File: src/rtl/load_store_buffer_pkg.sv
// Shared encodings for the load/store buffer: RV32I funct3 widths, memory size codes, FSM states.
package load_store_buffer_pkg;

  localparam logic [2:0] F3_B  = 3'b000;
  localparam logic [2:0] F3_H  = 3'b001;
  localparam logic [2:0] F3_W  = 3'b010;
  localparam logic [2:0] F3_BU = 3'b100;
  localparam logic [2:0] F3_HU = 3'b101;

  localparam logic [1:0] SIZE_B = 2'b00;
  localparam logic [1:0] SIZE_H = 2'b01;
  localparam logic [1:0] SIZE_W = 2'b10;

  typedef enum logic [1:0] {
    ST_IDLE     = 2'd0,
    ST_WAIT_MEM = 2'd1,
    ST_DRAIN    = 2'd2
  } lsb_state_t;

endpackage

File: src/rtl/load_store_buffer_if.sv
// Issue, broadcast, memory and ROB-result signals of the load/store buffer; slave = the buffer itself.
interface load_store_buffer_if
  import load_store_buffer_pkg::*;
#(
  parameter int ROB_WIDTH = 4
) ();

  // Handshakes: addValid is taken on any edge where full was low (full keeps one slot of slack);
  // memValid stays high with stable request fields until the edge that samples the memDone pulse;
  // lsbUpdate and rsUpdate are single-cycle broadcasts with no back-pressure.
  logic                 clear;
  logic                 addValid;
  logic [ROB_WIDTH-1:0] addRobIndex;
  logic                 addIsStore;
  logic [2:0]           addFunct3;
  logic [31:0]          addOffset;
  logic                 addBaseReady;
  logic [31:0]          addBaseVal;
  logic [ROB_WIDTH-1:0] addBaseDep;
  logic                 addDataReady;
  logic [31:0]          addDataVal;
  logic [ROB_WIDTH-1:0] addDataDep;
  logic                 rsUpdate;
  logic [ROB_WIDTH-1:0] rsRobIndex;
  logic [31:0]          rsUpdateVal;
  logic [ROB_WIDTH-1:0] robBeginId;
  logic                 beginValid;
  logic                 full;
  logic                 memValid;
  logic                 memWrite;
  logic [31:0]          memAddr;
  logic [1:0]           memSize;
  logic [31:0]          memWData;
  logic                 memDone;
  logic [31:0]          memRData;
  logic                 lsbUpdate;
  logic [ROB_WIDTH-1:0] lsbRobIndex;
  logic [31:0]          lsbUpdateVal;
  lsb_state_t           state;

  modport master (
    output clear, addValid, addRobIndex, addIsStore, addFunct3, addOffset,
           addBaseReady, addBaseVal, addBaseDep, addDataReady, addDataVal, addDataDep,
           rsUpdate, rsRobIndex, rsUpdateVal, robBeginId, beginValid, memDone, memRData,
    input  full, memValid, memWrite, memAddr, memSize, memWData,
           lsbUpdate, lsbRobIndex, lsbUpdateVal, state
  );

  modport slave (
    input  clear, addValid, addRobIndex, addIsStore, addFunct3, addOffset,
           addBaseReady, addBaseVal, addBaseDep, addDataReady, addDataVal, addDataDep,
           rsUpdate, rsRobIndex, rsUpdateVal, robBeginId, beginValid, memDone, memRData,
    output full, memValid, memWrite, memAddr, memSize, memWData,
           lsbUpdate, lsbRobIndex, lsbUpdateVal, state
  );

endinterface

File: src/rtl/load_store_buffer_mem_data_extend.sv
// Maps funct3 to the memory access size and sign/zero-extends a right-aligned load word.
module mem_data_extend
  import load_store_buffer_pkg::*;
(
  input  logic [2:0]  funct3_i,
  input  logic [31:0] raw_i,
  output logic [31:0] ext_o,
  output logic [1:0]  size_o
);

  always_comb begin
    ext_o  = raw_i;
    size_o = SIZE_W;
    case (funct3_i)
      F3_B:  begin ext_o = {{24{raw_i[7]}}, raw_i[7:0]};   size_o = SIZE_B; end
      F3_H:  begin ext_o = {{16{raw_i[15]}}, raw_i[15:0]}; size_o = SIZE_H; end
      F3_BU: begin ext_o = {24'b0, raw_i[7:0]};            size_o = SIZE_B; end
      F3_HU: begin ext_o = {16'b0, raw_i[15:0]};           size_o = SIZE_H; end
      default: ;
    endcase
  end

endmodule

File: src/rtl/load_store_buffer.sv
// In-order load/store queue: captures ops at issue, snoops operand broadcasts, runs one memory
// access at a time from the head and reports results to the ROB.
module load_store_buffer
  import load_store_buffer_pkg::*;
#(
  parameter int ROB_WIDTH = 4,
  parameter int LSB_WIDTH = 3
) (
  input logic               clockIn,
  input logic               resetIn,
  load_store_buffer_if.slave bus
);

  localparam int LSB_SIZE = 2 ** LSB_WIDTH;
  localparam logic [LSB_WIDTH-1:0] PTR_ONE = LSB_WIDTH'(1);
  localparam logic [LSB_WIDTH:0]   CNT_ONE = (LSB_WIDTH+1)'(1);
  localparam logic [LSB_WIDTH:0]   CNT_MAX = (LSB_WIDTH+1)'(LSB_SIZE);
  localparam logic [LSB_WIDTH:0]   FULL_AT = (LSB_WIDTH+1)'(LSB_SIZE - 1);

  typedef struct packed {
    logic                 valid;
    logic [ROB_WIDTH-1:0] rob;
    logic                 is_store;
    logic [2:0]           funct3;
    logic [31:0]          offset;
    logic                 base_rdy;
    logic [31:0]          base_val;
    logic [ROB_WIDTH-1:0] base_dep;
    logic                 data_rdy;
    logic [31:0]          data_val;
    logic [ROB_WIDTH-1:0] data_dep;
  } entry_t;

  entry_t               ent_q [LSB_SIZE];
  entry_t               ent_d [LSB_SIZE];
  entry_t               new_e, head_e;
  logic [LSB_WIDTH-1:0] head_q, head_d, tail_q, tail_d;
  logic [LSB_WIDTH:0]   count_q, count_d;
  lsb_state_t           state_q, state_d;
  logic                 mem_valid_q, mem_valid_d, mem_write_q, mem_write_d;
  logic [31:0]          mem_addr_q, mem_addr_d, mem_wdata_q, mem_wdata_d;
  logic [1:0]           mem_size_q, mem_size_d;
  logic                 upd_q, upd_d;
  logic [ROB_WIDTH-1:0] upd_rob_q, upd_rob_d;
  logic [31:0]          upd_val_q, upd_val_d;
  logic                 push, pop, issue_ok;
  logic [31:0]          ext_val;
  logic [1:0]           ext_size;

  // An operand not yet ready picks up a matching RS or own-result broadcast in the same cycle.
  function automatic logic [32:0] resolve(
    input logic rdy, input logic [31:0] val, input logic [ROB_WIDTH-1:0] dep,
    input logic rs_v, input logic [ROB_WIDTH-1:0] rs_tag, input logic [31:0] rs_val,
    input logic ls_v, input logic [ROB_WIDTH-1:0] ls_tag, input logic [31:0] ls_val);
    if (rdy)                         return {1'b1, val};
    else if (rs_v && rs_tag == dep)  return {1'b1, rs_val};
    else if (ls_v && ls_tag == dep)  return {1'b1, ls_val};
    else                             return {1'b0, val};
  endfunction

  assign head_e = ent_q[head_q];

  mem_data_extend u_ext (
    .funct3_i (head_e.funct3),
    .raw_i    (bus.memRData),
    .ext_o    (ext_val),
    .size_o   (ext_size)
  );

  assign issue_ok = head_e.valid && head_e.base_rdy &&
                    (!head_e.is_store ||
                     (head_e.data_rdy && bus.beginValid && bus.robBeginId == head_e.rob));

  always_comb begin
    ent_d       = ent_q;
    head_d      = head_q;
    tail_d      = tail_q;
    count_d     = count_q;
    state_d     = state_q;
    mem_valid_d = mem_valid_q;
    mem_write_d = mem_write_q;
    mem_addr_d  = mem_addr_q;
    mem_size_d  = mem_size_q;
    mem_wdata_d = mem_wdata_q;
    upd_d       = 1'b0;
    upd_rob_d   = '0;
    upd_val_d   = '0;
    new_e       = '0;
    push        = bus.addValid && (count_q != CNT_MAX);
    pop         = 1'b0;

    for (int i = 0; i < LSB_SIZE; i++) begin
      if (ent_q[i].valid) begin
        {ent_d[i].base_rdy, ent_d[i].base_val} = resolve(ent_q[i].base_rdy, ent_q[i].base_val,
          ent_q[i].base_dep, bus.rsUpdate, bus.rsRobIndex, bus.rsUpdateVal, upd_q, upd_rob_q, upd_val_q);
        {ent_d[i].data_rdy, ent_d[i].data_val} = resolve(ent_q[i].data_rdy, ent_q[i].data_val,
          ent_q[i].data_dep, bus.rsUpdate, bus.rsRobIndex, bus.rsUpdateVal, upd_q, upd_rob_q, upd_val_q);
      end
    end

    new_e.valid    = 1'b1;
    new_e.rob      = bus.addRobIndex;
    new_e.is_store = bus.addIsStore;
    new_e.funct3   = bus.addFunct3;
    new_e.offset   = bus.addOffset;
    new_e.base_dep = bus.addBaseDep;
    new_e.data_dep = bus.addDataDep;
    {new_e.base_rdy, new_e.base_val} = resolve(bus.addBaseReady, bus.addBaseVal, bus.addBaseDep,
      bus.rsUpdate, bus.rsRobIndex, bus.rsUpdateVal, upd_q, upd_rob_q, upd_val_q);
    {new_e.data_rdy, new_e.data_val} = resolve(bus.addDataReady, bus.addDataVal, bus.addDataDep,
      bus.rsUpdate, bus.rsRobIndex, bus.rsUpdateVal, upd_q, upd_rob_q, upd_val_q);

    case (state_q)
      ST_IDLE: if (issue_ok) begin
        mem_valid_d = 1'b1;
        mem_write_d = head_e.is_store;
        mem_addr_d  = head_e.base_val + head_e.offset;
        mem_size_d  = ext_size;
        mem_wdata_d = head_e.is_store ? head_e.data_val : 32'h0;
        state_d     = ST_WAIT_MEM;
      end
      ST_WAIT_MEM: if (bus.memDone) begin
        pop         = 1'b1;
        mem_valid_d = 1'b0;
        mem_write_d = 1'b0;
        upd_d       = 1'b1;
        upd_rob_d   = head_e.rob;
        upd_val_d   = head_e.is_store ? 32'h0 : ext_val;
        state_d     = ST_IDLE;
      end
      ST_DRAIN: if (bus.memDone) begin
        mem_valid_d = 1'b0;
        mem_write_d = 1'b0;
        state_d     = ST_IDLE;
      end
      default: state_d = ST_IDLE;
    endcase

    if (bus.clear) begin
      // A request already on the bus must still finish; loads and stores alike then go silent.
      for (int i = 0; i < LSB_SIZE; i++) ent_d[i].valid = 1'b0;
      head_d    = '0;
      tail_d    = '0;
      count_d   = '0;
      upd_d     = 1'b0;
      upd_rob_d = '0;
      upd_val_d = '0;
      if (state_q == ST_IDLE) begin
        mem_valid_d = 1'b0;
        mem_write_d = 1'b0;
        state_d     = ST_IDLE;
      end else if (state_q == ST_WAIT_MEM && !bus.memDone) begin
        state_d = ST_DRAIN;
      end
    end else begin
      if (pop) begin
        ent_d[head_q].valid = 1'b0;
        head_d = head_q + PTR_ONE;
      end
      if (push) begin
        ent_d[tail_q] = new_e;
        tail_d = tail_q + PTR_ONE;
      end
      if (push && !pop)      count_d = count_q + CNT_ONE;
      else if (pop && !push) count_d = count_q - CNT_ONE;
    end
  end

  always_ff @(posedge clockIn or negedge resetIn) begin
    if (!resetIn) begin
      for (int i = 0; i < LSB_SIZE; i++) ent_q[i] <= '0;
      head_q      <= '0;
      tail_q      <= '0;
      count_q     <= '0;
      state_q     <= ST_IDLE;
      mem_valid_q <= 1'b0;
      mem_write_q <= 1'b0;
      mem_addr_q  <= '0;
      mem_size_q  <= '0;
      mem_wdata_q <= '0;
      upd_q       <= 1'b0;
      upd_rob_q   <= '0;
      upd_val_q   <= '0;
    end else begin
      ent_q       <= ent_d;
      head_q      <= head_d;
      tail_q      <= tail_d;
      count_q     <= count_d;
      state_q     <= state_d;
      mem_valid_q <= mem_valid_d;
      mem_write_q <= mem_write_d;
      mem_addr_q  <= mem_addr_d;
      mem_size_q  <= mem_size_d;
      mem_wdata_q <= mem_wdata_d;
      upd_q       <= upd_d;
      upd_rob_q   <= upd_rob_d;
      upd_val_q   <= upd_val_d;
    end
  end

  assign bus.full         = (count_q >= FULL_AT);
  assign bus.memValid     = mem_valid_q;
  assign bus.memWrite     = mem_write_q;
  assign bus.memAddr      = mem_addr_q;
  assign bus.memSize      = mem_size_q;
  assign bus.memWData     = mem_wdata_q;
  assign bus.lsbUpdate    = upd_q;
  assign bus.lsbRobIndex  = upd_rob_q;
  assign bus.lsbUpdateVal = upd_val_q;
  assign bus.state        = state_q;

  add_when_full_a: assert property (@(posedge clockIn) disable iff (!resetIn)
    !(bus.addValid && !bus.clear && count_q == CNT_MAX));

endmodule
File: src/flat_wrapper.sv
// flat-port wrapper written by rule: the top's interface ports become plain ports
module load_store_buffer_flat import load_store_buffer_pkg::*;
#(
  parameter int ROB_WIDTH = 4,
  parameter int LSB_WIDTH = 3
)
  (clockIn, resetIn, bus_clear, bus_addValid, bus_addRobIndex, bus_addIsStore, bus_addFunct3, bus_addOffset, bus_addBaseReady, bus_addBaseVal, bus_addBaseDep, bus_addDataReady, bus_addDataVal, bus_addDataDep, bus_rsUpdate, bus_rsRobIndex, bus_rsUpdateVal, bus_robBeginId, bus_beginValid, bus_memDone, bus_memRData, bus_full, bus_memValid, bus_memWrite, bus_memAddr, bus_memSize, bus_memWData, bus_lsbUpdate, bus_lsbRobIndex, bus_lsbUpdateVal, bus_state);
  load_store_buffer_if #(.ROB_WIDTH(ROB_WIDTH)) bus_i ();
  input logic clockIn;
  input logic resetIn;
  input wire logic [$bits(bus_i.clear)-1:0] bus_clear;
  input wire logic [$bits(bus_i.addValid)-1:0] bus_addValid;
  input wire logic [$bits(bus_i.addRobIndex)-1:0] bus_addRobIndex;
  input wire logic [$bits(bus_i.addIsStore)-1:0] bus_addIsStore;
  input wire logic [$bits(bus_i.addFunct3)-1:0] bus_addFunct3;
  input wire logic [$bits(bus_i.addOffset)-1:0] bus_addOffset;
  input wire logic [$bits(bus_i.addBaseReady)-1:0] bus_addBaseReady;
  input wire logic [$bits(bus_i.addBaseVal)-1:0] bus_addBaseVal;
  input wire logic [$bits(bus_i.addBaseDep)-1:0] bus_addBaseDep;
  input wire logic [$bits(bus_i.addDataReady)-1:0] bus_addDataReady;
  input wire logic [$bits(bus_i.addDataVal)-1:0] bus_addDataVal;
  input wire logic [$bits(bus_i.addDataDep)-1:0] bus_addDataDep;
  input wire logic [$bits(bus_i.rsUpdate)-1:0] bus_rsUpdate;
  input wire logic [$bits(bus_i.rsRobIndex)-1:0] bus_rsRobIndex;
  input wire logic [$bits(bus_i.rsUpdateVal)-1:0] bus_rsUpdateVal;
  input wire logic [$bits(bus_i.robBeginId)-1:0] bus_robBeginId;
  input wire logic [$bits(bus_i.beginValid)-1:0] bus_beginValid;
  input wire logic [$bits(bus_i.memDone)-1:0] bus_memDone;
  input wire logic [$bits(bus_i.memRData)-1:0] bus_memRData;
  output wire logic [$bits(bus_i.full)-1:0] bus_full;
  output wire logic [$bits(bus_i.memValid)-1:0] bus_memValid;
  output wire logic [$bits(bus_i.memWrite)-1:0] bus_memWrite;
  output wire logic [$bits(bus_i.memAddr)-1:0] bus_memAddr;
  output wire logic [$bits(bus_i.memSize)-1:0] bus_memSize;
  output wire logic [$bits(bus_i.memWData)-1:0] bus_memWData;
  output wire logic [$bits(bus_i.lsbUpdate)-1:0] bus_lsbUpdate;
  output wire logic [$bits(bus_i.lsbRobIndex)-1:0] bus_lsbRobIndex;
  output wire logic [$bits(bus_i.lsbUpdateVal)-1:0] bus_lsbUpdateVal;
  output wire logic [$bits(bus_i.state)-1:0] bus_state;
  assign bus_i.clear = bus_clear;
  assign bus_i.addValid = bus_addValid;
  assign bus_i.addRobIndex = bus_addRobIndex;
  assign bus_i.addIsStore = bus_addIsStore;
  assign bus_i.addFunct3 = bus_addFunct3;
  assign bus_i.addOffset = bus_addOffset;
  assign bus_i.addBaseReady = bus_addBaseReady;
  assign bus_i.addBaseVal = bus_addBaseVal;
  assign bus_i.addBaseDep = bus_addBaseDep;
  assign bus_i.addDataReady = bus_addDataReady;
  assign bus_i.addDataVal = bus_addDataVal;
  assign bus_i.addDataDep = bus_addDataDep;
  assign bus_i.rsUpdate = bus_rsUpdate;
  assign bus_i.rsRobIndex = bus_rsRobIndex;
  assign bus_i.rsUpdateVal = bus_rsUpdateVal;
  assign bus_i.robBeginId = bus_robBeginId;
  assign bus_i.beginValid = bus_beginValid;
  assign bus_i.memDone = bus_memDone;
  assign bus_i.memRData = bus_memRData;
  assign bus_full = bus_i.full;
  assign bus_memValid = bus_i.memValid;
  assign bus_memWrite = bus_i.memWrite;
  assign bus_memAddr = bus_i.memAddr;
  assign bus_memSize = bus_i.memSize;
  assign bus_memWData = bus_i.memWData;
  assign bus_lsbUpdate = bus_i.lsbUpdate;
  assign bus_lsbRobIndex = bus_i.lsbRobIndex;
  assign bus_lsbUpdateVal = bus_i.lsbUpdateVal;
  assign bus_state = bus_i.state;
  load_store_buffer #(.ROB_WIDTH(ROB_WIDTH), .LSB_WIDTH(LSB_WIDTH)) u_core (.clockIn(clockIn), .resetIn(resetIn), .bus(bus_i));
endmodule
File: config.mk
export PLATFORM = sky130hd
export DESIGN_NAME = load_store_buffer_flat
export DESIGN_NICKNAME = d
export VERILOG_FILES = /design/src/rtl/load_store_buffer_pkg.sv /design/src/rtl/load_store_buffer_if.sv /design/src/rtl/load_store_buffer_mem_data_extend.sv /design/src/rtl/load_store_buffer.sv /design/src/flat_wrapper.sv
export SDC_FILE = /design/constraint.sdc
export NUM_CORES = 2
export LEC_CHECK = 0
export CELL_PAD_IN_SITES_DETAIL_PLACEMENT = 0
export CELL_PAD_IN_SITES_GLOBAL_PLACEMENT = 1
export CORE_MARGIN = 4
export CORE_UTILIZATION = 43
export CTS_CLUSTER_SIZE = 30
export DETAILED_ROUTE_END_ITERATION = 6
export GPL_ROUTABILITY_DRIVEN = 0
export PLACE_DENSITY_LB_ADDON = 0.1
export SYNTH_ARGS = -nofsm -noshare
export SYNTH_HDL_FRONTEND = slang
export SYNTH_SLANG_ARGS = --single-unit
File: constraint.sdc
create_clock -name clockIn -period 5.25 [get_ports clockIn]
set_clock_uncertainty 0.05 [all_clocks]
set_input_delay 1.05 -clock clockIn [delete_from_list [all_inputs] [get_ports clockIn]]
set_output_delay 1.05 -clock clockIn [all_outputs]
set_load 0.02 [all_outputs]
==> images/closeup.png <==
Region (169, 93) to (209, 133) um. Cells in gray, sequential cells in the stronger gray; small squares are vias.
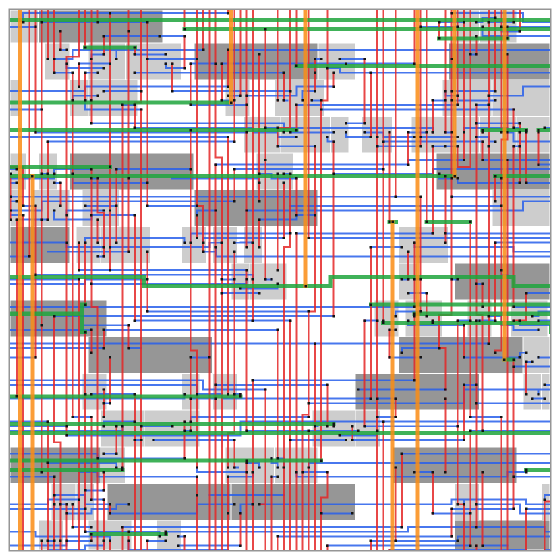
layer	color
M2	red
M1	blue
M3	green
M4	orange
most frequent	dfrtp_1 (16), o21ai_0 (14), o211ai_1 (10)
cells with their middle in the window	71
netlist names of flops here include	`u_core.ent_q` (16)
sequential cells in the window	16

==> images/clock_wires.png <==
Bar = 100 um.
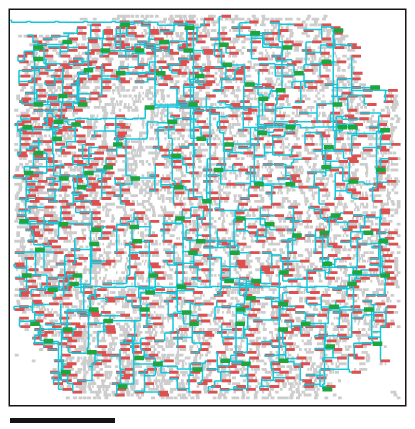
[clock-net drivers] green | count: 120
[flip-flops] red | count: 1037
[clock wires] cyan | length: 15500 um
flops lie	widely spread
routed clock nets	121
Latency at later pin: 0.77 ns
P_clk: 8.97 mW

==> results.ini <==
[timing]
hold_viol = 0
fin_crit_ns = 4.787
worstMarginPinSlew_ns = 1.176

[cells_and_area]
logic_gate_count = 4186
num-clock-buffers = 177
largestClassByArea = multi-input combinational cells
clockNetworkAreaShare = 0.06060
flops = 1037

[global_route]
grt_pass1_wl_um = 356800
grt_usage = 0.3379
grt_pass1_vias = 49460
grt_overflow = 0

[clock_tree]
clock-root-buffer = clkbuf_16
cts_tree = built
path_clk_slew_ns = 0.06

[power_and_ir_drop]
seq_power_share = 0.362
p_total_mw = 31.72
p_comb_mw = 11.3
powerDensity_nw_per_um2 = 460.4
p_comb_frac = 0.355

[setup_path]
critPathCapture = u_core.bus.memAddr[30]
end_kind = flip-flop
r2r_start = u_core.head_q[2]
criticalPathCategory = flip-flop to flip-flop

[status]
violations = design-rule violations
outcome = finished, violations left

[route]
drc = 18
drt_iter0_markers = 5218

[yosys]
top_cells_by_count = dfrtp_1 (1037), nand2_1 (690), o21ai_0 (658), mux2i_1 (565), o211ai_1 (505)

[die]
fp-utilization = 0.4328
die_w_um = 377.3

==> images/layers.png <==
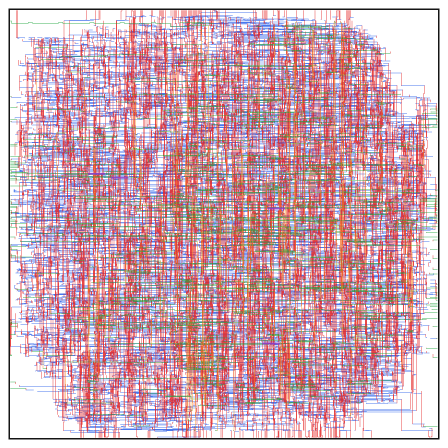
layer	color	wire length
M4	orange	10800 um
M3	green	19300 um
M2	red	111 mm
M5	purple	55.2 um
M1	blue	104 mm

==> flip-flops by register name (all words and copies together) (netlist names) <==
signal and count:
u_core.ent_q 920, u_core.bus.lsbUpdateVal 32, u_core.bus.memAddr 32, u_core.bus.memWData 32, u_core.bus.lsbRobIndex 4, u_core.count_q 4, u_core.head_q 3, u_core.tail_q 3
u_core.bus.memSize 2, u_core.bus.state 2, u_core.bus.lsbUpdate 1, u_core.bus.memValid 1, u_core.bus.memWrite 1
==> kinds of logic after synthesis <==
kind of cell    Yosys count  synth area share
mux                    1072            0.1975
buf+inv                 684           0.04579
simple gates           1082           0.07635
compound gates         1816            0.2027
flops                  1037            0.4426
fa+ha+maj                40          0.008792
xor+xnor                176           0.02629
Power figures rest on the tool's default switching activity, not on a simulated workload.
